`src/rtl/gray_delta_tracker.sv`:
```
// Samples a 4-bit Gray-coded position, converts it to binary, and accumulates modulo-16 forward steps.
// Back-to-back samples must differ in at most one bit, otherwise a fault is latched until clear.
module gray_delta_tracker #(
   parameter int ACC_W = 12,
   parameter int ERR_W = 8
) (
   input  logic             clock,
   input  logic             reset_n,
   input  logic [3:0]       g_in,
   input  logic             sample,
   input  logic             clear,
   output logic [3:0]       bin_out,
   output logic [3:0]       delta,
   output logic             delta_valid,
   output logic [ACC_W-1:0] total,
   output logic             step_err,
   output logic [ERR_W-1:0] err_count
);

   typedef enum logic [1:0] {EMPTY, RUN, FAULT} state_t;

   state_t           state, state_next;
   logic [3:0]       ref_gray, ref_next;
   logic [3:0]       bin_new, bin_next, delta_next, diff;
   logic [ACC_W-1:0] total_next;
   logic             dv_next, err_next;
   logic [ERR_W-1:0] cnt_next;
   logic             last_acc, acc_next;
   logic             multi_bit, fault_hit;

   assign bin_new   = {g_in[3], ^g_in[3:2], ^g_in[3:1], ^g_in[3:0]};
   assign diff      = bin_new - bin_out;
   assign multi_bit = ($countones(g_in ^ ref_gray) > 1);
   // Hamming is only enforced when the previous accepted sample was on the immediately preceding edge.
   assign fault_hit = (state == RUN) && sample && last_acc && multi_bit;

   always_ff @(posedge clock) begin
      if (!reset_n) state <= EMPTY;
      else          state <= state_next;
   end

   always_comb begin
      state_next = state;
      if (clear) begin
         state_next = EMPTY;
      end else begin
         case (state)
            EMPTY:   if (sample) state_next = RUN;
            RUN:     if (fault_hit) state_next = FAULT;
            FAULT:   state_next = FAULT;
            default: state_next = EMPTY;
         endcase
      end
   end

   always_comb begin
      ref_next   = ref_gray;
      bin_next   = bin_out;
      delta_next = delta;
      dv_next    = 1'b0;
      total_next = total;
      err_next   = step_err;
      cnt_next   = err_count;
      acc_next   = 1'b0;
      if (clear) begin
         ref_next   = 4'd0;
         bin_next   = 4'd0;
         delta_next = 4'd0;
         total_next = '0;
         err_next   = 1'b0;
      end else begin
         case (state)
            EMPTY: begin
               if (sample) begin
                  ref_next = g_in;
                  bin_next = bin_new;
                  acc_next = 1'b1;
               end
            end
            RUN: begin
               if (fault_hit) begin
                  err_next = 1'b1;
                  cnt_next = (err_count == '1) ? err_count : err_count + ERR_W'(1);
               end else if (sample) begin
                  ref_next   = g_in;
                  bin_next   = bin_new;
                  delta_next = diff;
                  dv_next    = 1'b1;
                  total_next = total + ACC_W'(diff);
                  acc_next   = 1'b1;
               end
            end
            default: ;
         endcase
      end
   end

   always_ff @(posedge clock) begin
      if (!reset_n) begin
         ref_gray    <= 4'd0;
         bin_out     <= 4'd0;
         delta       <= 4'd0;
         delta_valid <= 1'b0;
         total       <= '0;
         step_err    <= 1'b0;
         err_count   <= '0;
         last_acc    <= 1'b0;
      end else begin
         ref_gray    <= ref_next;
         bin_out     <= bin_next;
         delta       <= delta_next;
         delta_valid <= dv_next;
         total       <= total_next;
         step_err    <= err_next;
         err_count   <= cnt_next;
         last_acc    <= acc_next;
      end
   end

endmodule

```
`config.mk`:
```
export PLATFORM = sky130hd
export DESIGN_NAME = gray_delta_tracker
export DESIGN_NICKNAME = d
export VERILOG_FILES = /design/src/rtl/gray_delta_tracker.sv
export SDC_FILE = /design/constraint.sdc
export NUM_CORES = 1
export LEC_CHECK = 0
export CAP_MARGIN = 20
export CELL_PAD_IN_SITES_DETAIL_PLACEMENT = 1
export CELL_PAD_IN_SITES_GLOBAL_PLACEMENT = 1
export CORE_ASPECT_RATIO = 1.4
export CORE_MARGIN = 4
export CORE_UTILIZATION = 41
export DETAILED_ROUTE_END_ITERATION = 8
export HOLD_SLACK_MARGIN = 0.1
export PLACE_DENSITY = 0.82
export SYNTH_ARGS = -nofsm -noshare
export SYNTH_HDL_FRONTEND = slang
export SYNTH_SLANG_ARGS = --single-unit
```
`constraint.sdc`:
```
create_clock -name clock -period 8 [get_ports clock]
set_input_delay 1.6 -clock clock [delete_from_list [all_inputs] [get_ports clock]]
set_output_delay 1.6 -clock clock [all_outputs]
set_load 0.02 [all_outputs]
```
Fig. 1: cell outlines without signal wires
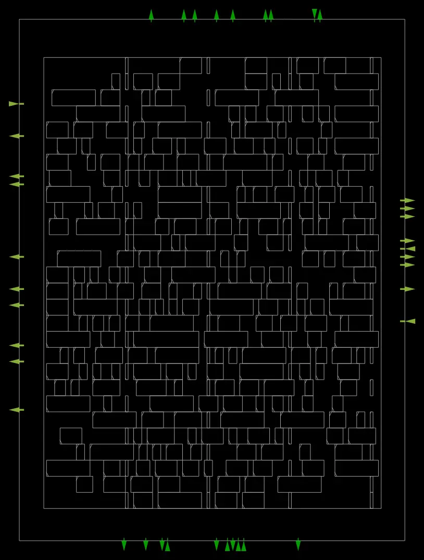
Tap Count: 60
# fillers: 522
core area: 0.00434 mm^2
fraction of area in registers: 29.9%

Fig. 2: cell density map
Drawn at 4 px/um. 7 x 9 tiles, from dark blue (low) to red (high), 0 to 100% covered.
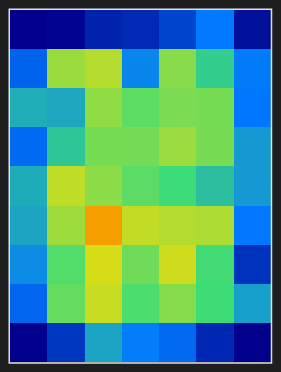
fullest tile: 82%
mean over tiles: 41%
densest ninth of the die: centre
tiles over 75% full: 1.6%
nearly empty tiles: 6.3%

Fig. 3: placed cells, one colour a class
Drawn at 4 px/um.
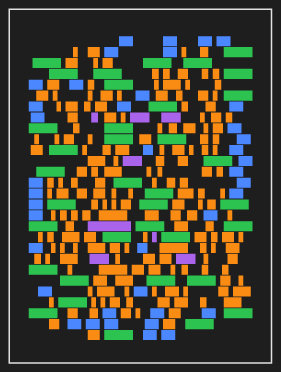
[blue] other buffers and delay cells | cells: 39 | share of their area: 16%
[orange] combinational and other logic | cells: 171 | share of their area: 48%
[purple] clock drivers and dummy loads | cells: 8 | share of their area: 4.6%
[green] flops | cells: 36 | share of their area: 31%
Final Core Density: 55.5%
FP Rows: 28
design area: 0.00241 mm^2

Fig. 4: I/O nets highlighted
Drawn at 3 px/um.
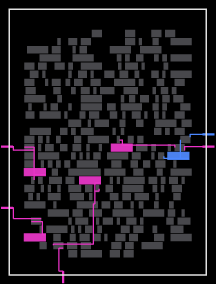
[magenta] delta | direction: output | end cells: 4 | buffers: 4 | wire: 127 um
[blue] step_err | direction: output | end cells: 1 | buffers: 1 | wire: 20.8 um
I/O Buffers: 37
Ports: 38

Fig. 5: met1 routing
Drawn at 6 px/um. Supply wires on this layer in grey. Cells faint in the background.
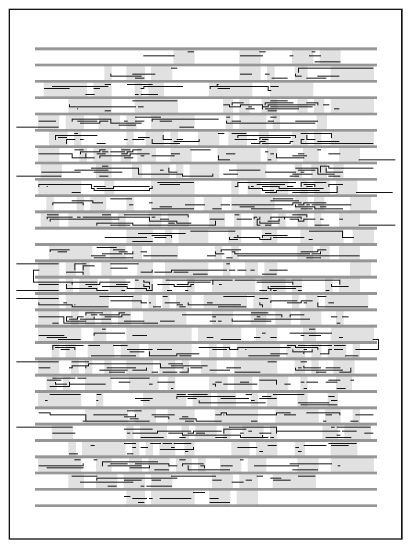
longest straight run: 20.2 um
share of all routed wire: 42%
main direction: horizontal
wire length on this layer: 1990 um

==> flow_summary.json <==
{
  "final_antenna_net_count": 0,
  "layout-drive-gt1-share_pct": 4.72,
  "antennaDiodeCount": 0,
  "hold_slack_ns": 0.476,
  "layout_top_cell": "clkdlybuf4s50_1",
  "slew_headroom_pct": 47.3,
  "power.density_mw_per_mm2": 171,
  "gp_congestion": 0.770,
  "grt_max_degree": 16,
  "grt_overflow": 0,
  "fin_skew_ns": 0.00827,
  "warnings": 27,
  "syn_area_per_cell_um2": 8.77,
  "grt_pass1_wl_um": 8100,
  "yosys_cells": 214,
  "drtIter0Drc": 94,
  "outcome": "finished clean",
  "drt_drc_violations_left": 0,
  "fin_crit_sh_pct": 62.7,
  "clockBufferDepth": 2,
  "final_cell_mix": "37 x clkdlybuf4s50_1, 36 x dfxtp_1, 25 x nor2_1",
  "p_leak_uw": 0.000857,
  "rsz0062_at_grt": "no",
  "place_ws_ns": 2.69,
  "cts_buffers": 5,
  "worst_slack_ns": 2.98,
  "setup-tns-final_ns": 0,
  "netlist_area_mm2": 0.00188,
  "worstPathCellList": "clkdlybuf4s50_1, xor2_1, xnor2_1, inv_1, xnor2_1, ha_1, fa_1, inv_1, ha_1, a211o_1, a21oi_1, nor3b_1, xnor2_1, nor2_1",
  "max_freq_ghz": 0.199,
  "num_vias": 1653,
  "hold_class": "reg2reg",
  "critical_path_arrival_ns": 5.18,
  "path_max_fanout": 4,
  "hold_viol": 0,
  "first_global_vias": 1738,
  "layout_min_cycle_time_ns": 5.02,
  "cpLargestDelayFamily": "adder cells",
  "nets": 274,
  "startpoint_type": "input port",
  "antenna_found_initial": 0,
  "stdcell_count": 314,
  "cts_sinks": 36,
  "cap_violations": 0,
  "initCoreUtil_pct": 43.2,
  "crit_buf_inv": 3,
  "ys.flops": 36,
  "routed_wl_um": 4770,
  "drt_first_pass_iters": 4,
  "dp_hpwl_um": 3510,
  "path_common_cell": "xnor2_1",
  "tightestPinTransition_ns": 0.788,
  "grtUsageTotal_pct": 17.9,
  "cpPeakStageDelay_ns": 0.57,
  "syn_nets": 235,
  "flop_area_um2": 721,
  "place_area_mm2": 0.00230,
  "cts-hold-fix-buffers": 0,
  "die_area_mm2": 0.00574,
  "cp_slowest_cell": "fa_1",
  "routedWlPerCell_um": 15.2,
  "path_clk_slew_ns": 0.07,
  "required_ns": 8.16,
  "h-tree-depth": 2,
  "logic_area_mm2": 0.00107,
  "dpl.cell_count": 305,
  "netlist_instances": 214,
  "syn2layout_area_growth_pct": 28.5,
  "ys_warn_count": 0,
  "cts_resized": 0,
  "die.size.y_um": 88.1,
  "ys_seq_share_pct": 38.4,
  "vias_per_cell": 5.26,
  "ys_chip_area_mm2": 0.00188,
  "synth_cell_type_count": 43,
  "path_class": "in2reg",
  "total_power_uw": 412,
  "setup_viol": 0,
  "cp-end-kind": "flip-flop",
  "peakVddDrop_mv": 0.109,
  "cts_tree": "yes",
  "clockRootBuffer": "clkbuf_8"
}
-- layout make-up --
type / count / area share (%)
Tap cell: 60 / 3.11
Timing Repair Buffer: 39 / 16.0
Clock inverter: 2 / 1.45
Clock buffer: 6 / 3.01
Inverter: 15 / 2.34
Sequential cell: 36 / 29.9
Multi-Input combinational cell: 156 / 44.2
-- path summary, 6_finish.rpt --
path / from / to / slack [ns] / cells past startpoint
max reg2reg: bin_out[3] / err_count[5] / 5.30 / 6
min reg2reg: delta[2] / delta[2] / 0.48 / 2
max: g_in[2] / total[5] / 2.98 / 14
min: delta[2] / delta[2] / 0.48 / 2
-- state kept, by name, summed over array words and instances (netlist names) --
signal,cells
bin_out,4
delta,4
delta_valid,1
err_count,8
last_acc,1
ref_gray,3
state,2
step_err,1
total,12
-- worst min-delay path, stage by stage, from the launching register on --
cell and delay (ns):
dfxtp_1 0.32, nand2_1 0.06, a21oi_1 0.06
-- synth_stat cells --
cell type | number | area (um^2)
dfxtp_1 | 36 | 721
nor2_1 | 25 | 93.8
nand2_1 | 17 | 63.8
inv_1 | 15 | 56.3
xnor2_1 | 15 | 131
a21oi_1 | 13 | 65.1
a211oi_1 | 10 | 75.1
ha_1 | 10 | 125
nand3_1 | 7 | 35.0
mux2i_1 | 6 | 60.1
clkbuf_1 | 5 | 18.8
nor3_1 | 5 | 25.0
nand2b_1 | 4 | 25.0
o21ai_0 | 4 | 20.0
a21o_1 | 3 | 22.5
fa_1 | 3 | 60.1
o21a_1 | 3 | 22.5
or4_1 | 3 | 22.5
buf_4 | 2 | 15.0
nor2b_1 | 2 | 12.5
nor4b_1 | 2 | 17.5
o211ai_1 | 2 | 15.0
xor2_1 | 2 | 17.5
a211o_1 | 1 | 8.76
a21boi_1 | 1 | 7.51
a311o_1 | 1 | 10.0
a311oi_1 | 1 | 8.76
a31o_2 | 1 | 8.76
a31oi_1 | 1 | 6.26
and2_0 | 1 | 6.26
and2_1 | 1 | 6.26
and4_1 | 1 | 8.76
nand4_1 | 1 | 6.26
nor3b_1 | 1 | 7.51
o21ai_1 | 1 | 5.00
o221ai_1 | 1 | 8.76
o2bb2ai_1 | 1 | 8.76
o311ai_0 | 1 | 8.76
o31ai_1 | 1 | 7.51
o41ai_1 | 1 | 8.76
or2_2 | 1 | 6.26
or3_1 | 1 | 6.26
or4_4 | 1 | 11.3
-- power breakdown --
group | leakage [uW] | internal (uW) | switching, uW
registers | 0.000291 | 182 | 2.34
clock network | 0.0000552 | 92.6 | 67.9
logic | 0.000510 | 29.1 | 38.2
total | 0.000857 | 304 | 108
-- per-layer routing --
| layer | vias to the layer above | global-route usage, % | wire length (um) |
|---|---|---|---|
| li1 | 821 | - | - |
| met1 | 795 | 19.6 | 1990 |
| met2 | 28 | 33.4 | 2550 |
| met3 | 9 | 4.11 | 137 |
| met4 | 0 | 6.23 | 89 |
| met5 | - | 0 | 0 |
-- logic make-up after synthesis --
group / after synthesis / synth area share (%)
mux: 6 / 3.20
xor+xnor: 17 / 7.93
flops: 36 / 38.4
simple gates: 73 / 18.9
buf+inv: 22 / 4.80
fa+ha+maj: 13 / 9.87
compound gates: 47 / 16.9
Power is estimated from default activity; no workload was simulated.
